<file path="src/rtl/pwm_seq_pkg.sv">
// Shared types and default constants for the PWM sequencing controller.
package pwm_seq_pkg;

    typedef enum logic [1:0] {
        OFF      = 2'd0,
        RAMP     = 2'd1,
        RUN      = 2'd2,
        SHUTDOWN = 2'd3
    } seq_state_t;

    localparam int DEF_DUTY_W     = 4;
    localparam int DEF_FREQ_W     = 8;
    localparam int DEF_FREQ_MIN   = 1;
    localparam int DEF_FREQ_MAX   = 200;
    localparam int DEF_FREQ_RST   = 100;
    localparam int DEF_TARGET_RST = 8;
    localparam int DEF_RAMP_DIV   = 50000;

    // Counter width able to hold 0..n-1, never narrower than one bit.
    function automatic int cnt_width(input int n);
        return (n > 2) ? $clog2(n) : 1;
    endfunction

endpackage

</file>
<file path="src/rtl/pwm_seq_if.sv">
// Button/enable inputs and PWM-datapath outputs of the sequencer.
interface pwm_seq_if #(
    parameter int DUTY_W = 4,
    parameter int FREQ_W = 8
);
    logic              MEn;
    logic              Modo_i;
    logic              aumC_i;
    logic              bajaC_i;
    logic              aumf_i;
    logic              bajaf_i;
    logic [DUTY_W-1:0] Ref_o;
    logic [DUTY_W-1:0] Target_o;
    logic [FREQ_W-1:0] numF_o;
    logic              PwmEn_o;
    logic              Busy_o;

    modport master (
        output MEn, Modo_i, aumC_i, bajaC_i, aumf_i, bajaf_i,
        input  Ref_o, Target_o, numF_o, PwmEn_o, Busy_o
    );

    modport slave (
        input  MEn, Modo_i, aumC_i, bajaC_i, aumf_i, bajaf_i,
        output Ref_o, Target_o, numF_o, PwmEn_o, Busy_o
    );
endinterface

</file>
<file path="src/rtl/ramp_tick.sv">
// Ramp-rate prescaler: counts 0..RAMP_DIV-1 while enabled, one-cycle tick on terminal count.
module ramp_tick
    import pwm_seq_pkg::*;
#(
    parameter int RAMP_DIV = DEF_RAMP_DIV
)(
    input  logic clk_sys,
    input  logic rst_b,
    input  logic clr,
    input  logic en,
    output logic tick
);
    localparam int                CNT_W = cnt_width(RAMP_DIV);
    localparam logic [CNT_W-1:0]  TC    = CNT_W'(RAMP_DIV - 1);

    logic [CNT_W-1:0] cnt_q;

    always_ff @(posedge clk_sys or negedge rst_b) begin
        if (!rst_b) begin
            cnt_q <= '0;
        end else if (clr || !en || (cnt_q == TC)) begin
            cnt_q <= '0;
        end else begin
            cnt_q <= cnt_q + CNT_W'(1);
        end
    end

    assign tick = en && (cnt_q == TC);

endmodule

</file>
<file path="src/rtl/pwm_sequencer.sv">
// Duty/frequency setpoint holder with soft-start, soft-stop and ramp-mode slewing of the PWM reference.
//
// state    | meaning
// OFF      | PWM disabled, reference parked at 0
// RAMP     | PWM on, reference stepping one count per tick toward the setpoint
// RUN      | PWM on, reference equals the setpoint
// SHUTDOWN | PWM on, reference stepping down to 0 before disabling
module pwm_sequencer
    import pwm_seq_pkg::*;
#(
    parameter int DUTY_W     = DEF_DUTY_W,
    parameter int FREQ_W     = DEF_FREQ_W,
    parameter int FREQ_MIN   = DEF_FREQ_MIN,
    parameter int FREQ_MAX   = DEF_FREQ_MAX,
    parameter int FREQ_RST   = DEF_FREQ_RST,
    parameter int TARGET_RST = DEF_TARGET_RST,
    parameter int RAMP_DIV   = DEF_RAMP_DIV
)(
    input  logic     CLKNEXYS,
    input  logic     MRst,
    pwm_seq_if.slave bus
);
    localparam logic [DUTY_W-1:0] DUTY_TOP = '1;
    localparam logic [FREQ_W-1:0] F_MIN    = FREQ_W'(FREQ_MIN);
    localparam logic [FREQ_W-1:0] F_MAX    = FREQ_W'(FREQ_MAX);

    seq_state_t        state;
    logic [DUTY_W-1:0] ref_q;
    logic [DUTY_W-1:0] target_q;
    logic [DUTY_W-1:0] target_nxt;
    logic [DUTY_W-1:0] ref_step;
    logic [FREQ_W-1:0] numf_q;
    logic [FREQ_W-1:0] numf_nxt;
    logic              pwm_en_q;
    logic              busy_q;
    logic              tick;
    logic              tick_en;
    logic              tick_clr;

    // Saturating setpoint updates; simultaneous up/down cancel.
    always_comb begin
        target_nxt = target_q;
        if (bus.aumC_i && !bus.bajaC_i && (target_q != DUTY_TOP)) begin
            target_nxt = target_q + DUTY_W'(1);
        end else if (bus.bajaC_i && !bus.aumC_i && (target_q != '0)) begin
            target_nxt = target_q - DUTY_W'(1);
        end
    end

    always_comb begin
        numf_nxt = numf_q;
        if (bus.aumf_i && !bus.bajaf_i && (numf_q < F_MAX)) begin
            numf_nxt = numf_q + FREQ_W'(1);
        end else if (bus.bajaf_i && !bus.aumf_i && (numf_q > F_MIN)) begin
            numf_nxt = numf_q - FREQ_W'(1);
        end
    end

    assign ref_step = (ref_q < target_nxt) ? ref_q + DUTY_W'(1) : ref_q - DUTY_W'(1);
    assign tick_en  = (state == RAMP) || (state == SHUTDOWN);
    // Restart the step interval on every change of ramp direction or exit from ramping.
    assign tick_clr = ((state == RAMP)     && (!bus.MEn || (ref_q == target_nxt))) ||
                      ((state == SHUTDOWN) && ( bus.MEn || (ref_q == '0)));

    ramp_tick #(.RAMP_DIV(RAMP_DIV)) u_ramp_tick (
        .clk_sys (CLKNEXYS),
        .rst_b   (MRst),
        .clr     (tick_clr),
        .en      (tick_en),
        .tick    (tick)
    );

    always_ff @(posedge CLKNEXYS or negedge MRst) begin
        if (!MRst) begin
            state    <= OFF;
            ref_q    <= '0;
            target_q <= DUTY_W'(TARGET_RST);
            numf_q   <= FREQ_W'(FREQ_RST);
            pwm_en_q <= 1'b0;
            busy_q   <= 1'b0;
        end else begin
            target_q <= target_nxt;
            numf_q   <= numf_nxt;
            case (state)
                OFF: begin
                    ref_q <= '0;
                    if (bus.MEn) begin
                        state    <= RAMP;
                        pwm_en_q <= 1'b1;
                        busy_q   <= 1'b1;
                    end
                end
                RAMP: begin
                    if (!bus.MEn) begin
                        state <= SHUTDOWN;
                    end else if (ref_q == target_nxt) begin
                        state  <= RUN;
                        busy_q <= 1'b0;
                    end else if (tick) begin
                        ref_q <= ref_step;
                        if (ref_step == target_nxt) begin
                            state  <= RUN;
                            busy_q <= 1'b0;
                        end
                    end
                end
                RUN: begin
                    if (!bus.MEn) begin
                        state  <= SHUTDOWN;
                        busy_q <= 1'b1;
                    end else if (target_nxt != target_q) begin
                        if (bus.Modo_i) begin
                            state  <= RAMP;
                            busy_q <= 1'b1;
                        end else begin
                            ref_q <= target_nxt;
                        end
                    end
                end
                SHUTDOWN: begin
                    if (bus.MEn) begin
                        state <= RAMP;
                    end else if (ref_q == '0) begin
                        state    <= OFF;
                        pwm_en_q <= 1'b0;
                        busy_q   <= 1'b0;
                    end else if (tick) begin
                        ref_q <= ref_q - DUTY_W'(1);
                        if (ref_q == DUTY_W'(1)) begin
                            state    <= OFF;
                            pwm_en_q <= 1'b0;
                            busy_q   <= 1'b0;
                        end
                    end
                end
                default: begin
                    state    <= OFF;
                    ref_q    <= '0;
                    pwm_en_q <= 1'b0;
                    busy_q   <= 1'b0;
                end
            endcase
        end
    end

    assign bus.Ref_o    = ref_q;
    assign bus.Target_o = target_q;
    assign bus.numF_o   = numf_q;
    assign bus.PwmEn_o  = pwm_en_q;
    assign bus.Busy_o   = busy_q;

endmodule

</file>
<file path="src/flat_wrapper.sv">
// flat-port wrapper written by rule: the top's interface ports become plain ports
module pwm_sequencer_flat import pwm_seq_pkg::*;
#(
    parameter int DUTY_W     = DEF_DUTY_W,
    parameter int FREQ_W     = DEF_FREQ_W,
    parameter int FREQ_MIN   = DEF_FREQ_MIN,
    parameter int FREQ_MAX   = DEF_FREQ_MAX,
    parameter int FREQ_RST   = DEF_FREQ_RST,
    parameter int TARGET_RST = DEF_TARGET_RST,
    parameter int RAMP_DIV   = DEF_RAMP_DIV
)
  (CLKNEXYS, MRst, bus_MEn, bus_Modo_i, bus_aumC_i, bus_bajaC_i, bus_aumf_i, bus_bajaf_i, bus_Ref_o, bus_Target_o, bus_numF_o, bus_PwmEn_o, bus_Busy_o);
  pwm_seq_if #(.DUTY_W(DUTY_W), .FREQ_W(FREQ_W)) bus_i ();
  input  logic CLKNEXYS;
  input  logic MRst;
  input wire logic [$bits(bus_i.MEn)-1:0] bus_MEn;
  input wire logic [$bits(bus_i.Modo_i)-1:0] bus_Modo_i;
  input wire logic [$bits(bus_i.aumC_i)-1:0] bus_aumC_i;
  input wire logic [$bits(bus_i.bajaC_i)-1:0] bus_bajaC_i;
  input wire logic [$bits(bus_i.aumf_i)-1:0] bus_aumf_i;
  input wire logic [$bits(bus_i.bajaf_i)-1:0] bus_bajaf_i;
  output wire logic [$bits(bus_i.Ref_o)-1:0] bus_Ref_o;
  output wire logic [$bits(bus_i.Target_o)-1:0] bus_Target_o;
  output wire logic [$bits(bus_i.numF_o)-1:0] bus_numF_o;
  output wire logic [$bits(bus_i.PwmEn_o)-1:0] bus_PwmEn_o;
  output wire logic [$bits(bus_i.Busy_o)-1:0] bus_Busy_o;
  assign bus_i.MEn = bus_MEn;
  assign bus_i.Modo_i = bus_Modo_i;
  assign bus_i.aumC_i = bus_aumC_i;
  assign bus_i.bajaC_i = bus_bajaC_i;
  assign bus_i.aumf_i = bus_aumf_i;
  assign bus_i.bajaf_i = bus_bajaf_i;
  assign bus_Ref_o = bus_i.Ref_o;
  assign bus_Target_o = bus_i.Target_o;
  assign bus_numF_o = bus_i.numF_o;
  assign bus_PwmEn_o = bus_i.PwmEn_o;
  assign bus_Busy_o = bus_i.Busy_o;
  pwm_sequencer #(.DUTY_W(DUTY_W), .FREQ_W(FREQ_W), .FREQ_MIN(FREQ_MIN), .FREQ_MAX(FREQ_MAX), .FREQ_RST(FREQ_RST), .TARGET_RST(TARGET_RST), .RAMP_DIV(RAMP_DIV)) u_core (.CLKNEXYS(CLKNEXYS), .MRst(MRst), .bus(bus_i));
endmodule
</file>
<file path="config.mk">
export PLATFORM = sky130hd
export DESIGN_NAME = pwm_sequencer_flat
export DESIGN_NICKNAME = d
export VERILOG_FILES = /design/src/rtl/pwm_seq_pkg.sv /design/src/rtl/pwm_seq_if.sv /design/src/rtl/ramp_tick.sv /design/src/rtl/pwm_sequencer.sv /design/src/flat_wrapper.sv
export SDC_FILE = /design/constraint.sdc
export NUM_CORES = 1
export LEC_CHECK = 0
export ABC_AREA = 1
export CORE_MARGIN = 2
export CORE_UTILIZATION = 62
export CTS_CLUSTER_DIAMETER = 40
export DETAILED_ROUTE_END_ITERATION = 6
export GPL_TIMING_DRIVEN = 0
export HOLD_SLACK_MARGIN = 0.02
export PLACE_DENSITY = 0.91
export SYNTH_ARGS = -nofsm -noshare
export SYNTH_HDL_FRONTEND = slang
export SYNTH_SLANG_ARGS = --single-unit
</file>
<file path="constraint.sdc">
create_clock -name CLKNEXYS -period 6.7 [get_ports CLKNEXYS]
set_input_delay 0.67 -clock CLKNEXYS [delete_from_list [all_inputs] [get_ports CLKNEXYS]]
set_output_delay 0.67 -clock CLKNEXYS [all_outputs]
set_load 0.01 [all_outputs]
</file>
### Port wiring

Drawn at 4 px/um.
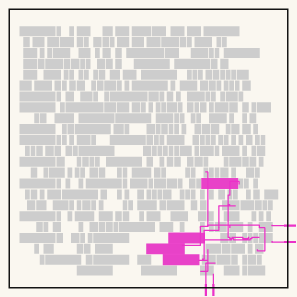
legend:
  magenta:
    port: bus_Target_o
    bits: 4
    direction: output
    end_cells: 4
    buffers: 4
    wire: 137 um

### Placement view

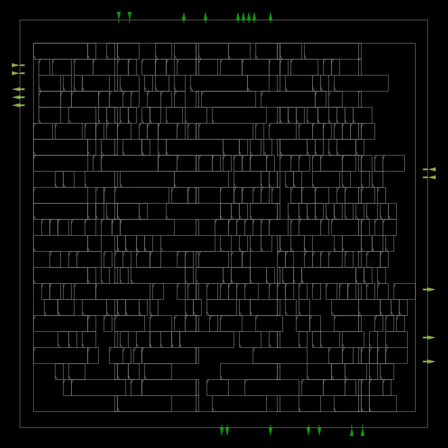
seq_cells: 36
fin util: 74.3%
Fillers: 318
sequential share of cell area: 30.0%

### Pin placement

Drawn at 6 px/um. Pins as bars across the die edge, other pins in gray.
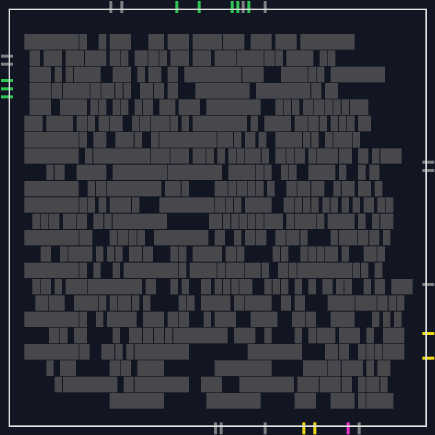
legend:
  green:
    port: bus_numF_o
    pins: 8
    direction: output
    edge: 5 top, 3 left
  magenta:
    port: bus_bajaC_i
    pins: 1
    direction: input
    edge: bottom
  yellow:
    port: bus_Target_o
    pins: 4
    direction: output
    edge: 2 bottom, 2 right

### Metal layers overlaid

Drawn at 4 px/um. Two of the layers only.
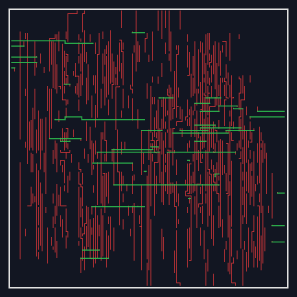
legend:
  red:
    layer: metal 2
    wire_length: 2870 um
  green:
    layer: metal 3
    wire_length: 278 um
total number of vias: 2428
Total GRT Usage: 26.1%
drt total wl: 5670 um

==> results.json <==
{
  "intPower_mw": 0.700,
  "rsz0062_at_grt": "no",
  "fp_util_pct": 65.0,
  "place_ws_ns": 3.04,
  "crit_path_frequent_cell": "nand2_1",
  "relSlewSlack_pct": 48.1,
  "insertion_delay_ns": 0.28,
  "fin_skew_ns": 0.00114,
  "pwr-share-comb_pct": 60.9,
  "gp_congestion": 0.946,
  "status": "completed",
  "antenna_found_initial": 0,
  "max_stage_delay_ns": 0.52,
  "mostFrequentLayoutCell": "nand2_1",
  "yosysChipArea_sq_um": 2640,
  "critPathMaxFanout": 6,
  "leakage_nw": 1.46,
  "diodes": 0,
  "dp_hpwl_um": 4370,
  "tightest_slew_ns": 0.779,
  "clock.fmax_ghz": 0.292,
  "fin_cells": 440,
  "post_cts_resized": 0,
  "cts_hold_buffers": 0,
  "cts_buffers": 5,
  "critPathBufInv": 4,
  "whs_ns": 0.458,
  "slew_violations": 0,
  "slowest_stage": "clkdlybuf4s50_1",
  "grt_max_degree": 37,
  "htreeDepth": 2,
  "die_h_um": 69.2,
  "cp-end-kind": "flip-flop",
  "layout_setup_ws_ns": 3.27,
  "vias_per_cell": 5.52,
  "syn_avg_cell_area_sq_um": 7.37,
  "power.density_nw_per_um2": 446,
  "cap_violations": 0,
  "seqPwrFrac_pct": 28.3,
  "clkTransAtPathRegs_ns": 0.07,
  "top_cell_area_share_pct": 30.4,
  "worstSetupPathType": "input port to flip-flop",
  "tns_ns": 0,
  "dp.cells": 432,
  "peakVddDrop_mv": 0.304,
  "rows": 23,
  "ios": 26,
  "crit_chain": "clkdlybuf4s50_1, inv_1, nor2_2, nand2_2, nand2_2, nand3_1, nand2_2, inv_1, ha_1, a21oi_1, nand2_1, nand2_1, inv_1, nor2_1, nand3_1, nand2_1, nand3_2, nand2_1, nand2_1, nand2_1, nand2_1",
  "ys.flops": 36,
  "avgRoutedWirePerCell_um": 12.9,
  "die-width_um": 69.2,
  "synthTopCellsByArea": "dfrtp_1, nand2_1, ha_1",
  "coreArea_sq_um": 4060,
  "hold_viol": 0,
  "synth_seq_share_pct": 34.3,
  "warnings": 35,
  "clk_path_buf_depth": 2,
  "drtPass1Iterations": 4,
  "setup-violations-final": 0,
  "overflow": 0,
  "port_buffers": 24,
  "synth.distinct_cells": 38,
  "die-area_sq_um": 4790,
  "cp_data_required_time_ns": 6.88,
  "nets": 415,
  "hold_path.class": "input port to asynchronous set/reset pin",
  "grt_pass1_wl_um": 10400,
  "yosysWarnings": 0
}
==> power groups by stage <==
| stage | Sequential, mW | Clock [mW] | Combinational (mW) |
|---|---|---|---|
| after global routing | 0.395 | 0.160 | 0.924 |
| after CTS | 0.379 | 0.152 | 0.814 |
| after detailed placement | 0.382 | 0 | 0.809 |
| final | 0.380 | 0.146 | 0.819 |
| after global placement | 0.378 | 0 | 0.776 |
| after floorplan | 0.388 | 0 | 0.547 |
==> path summary, 6_finish.rpt <==
kind | start | to | slack, ns | cells past startpoint
max | bus_bajaC_i | u_core.bus.Busy_o | 3.27 | 21
min | MRst | u_core.bus.numF_o[1] | 0.46 | 1
max reg2reg | u_core.bus.Target_o[0] | u_core.bus.Busy_o | 3.53 | 21
min reg2reg | u_core.bus.PwmEn_o | u_core.bus.PwmEn_o | 0.51 | 2
max in group asynchronous | MRst | u_core.bus.numF_o[7] | 5.75 | 1
min in group CLKNEXYS | u_core.bus.PwmEn_o | u_core.bus.PwmEn_o | 0.51 | 2
==> synth_stat cells (all sizes together) <==
cell and count:
a22o 1, nand4 11, nor2 42, a211oi 1, o31ai 1, o21ai 19
and2 1, ha 18, nand3 29, a31oi 2, nand3b 1, o221ai 1
o2111ai 2, xor2 6, o211ai 1, o22ai 4, dfstp 4, dfrtp 32
o21bai 1, a21oi 14, inv 55, nand2 94, nor3 7, xnor2 5
buf 5, or2 1
==> sequential cells by signal, indices dropped and copies added (netlist names) <==
name,count
u_core.bus.Target_o,4
u_core.state,2
u_core.bus.PwmEn_o,1
u_core.bus.Busy_o,1
u_core.bus.numF_o,8
u_core.u_ramp_tick.cnt_q,16
u_core.bus.Ref_o,4
==> through the flow <==
stage,area [sq um],util (%),power [mW]
2_1_floorplan,2640,-,0.935
3_3_place_gp,2940,72.5,1.15
3_5_place_dp,2940,72.3,1.19
4_1_cts,3020,74.3,1.34
5_1_grt,3020,74.3,1.48
6_report,3020,74.3,1.34
==> routing by layer <==
| metal | up-vias | wire length, um | global-route usage [%] |
|---|---|---|---|
| met1 | 1125 | 2420 | 32.2 |
| met2 | 68 | 2870 | 45.5 |
| met5 | - | 0 | 0 |
| li1 | 1225 | - | - |
| met4 | 0 | 96 | 8.93 |
| met3 | 10 | 277 | 5.09 |
==> cell families after synthesis <==
kind of cell,Yosys count,synth area share (%)
XOR/XNOR,11,3.65
flip-flops,36,34.3
AND/OR/NAND/NOR,186,33.9
adder cells (fa/ha/maj),18,8.54
AND-OR/OR-AND,47,10.3
buffers and inverters,60,9.30
==> area by class of cell <==
cell class,instances,area [sq um],share of cell area [%]
clock inverter,1,5.00,0.166
timing repair buffer,24,235,7.80
inverter,55,206,6.84
buffer,5,38.8,1.29
tap,50,62.6,2.07
multi-input combinational,262,1490,49.3
clock buffer,7,76.3,2.53
sequential,36,906,30.0
Power and IR drop assume default switching activity.
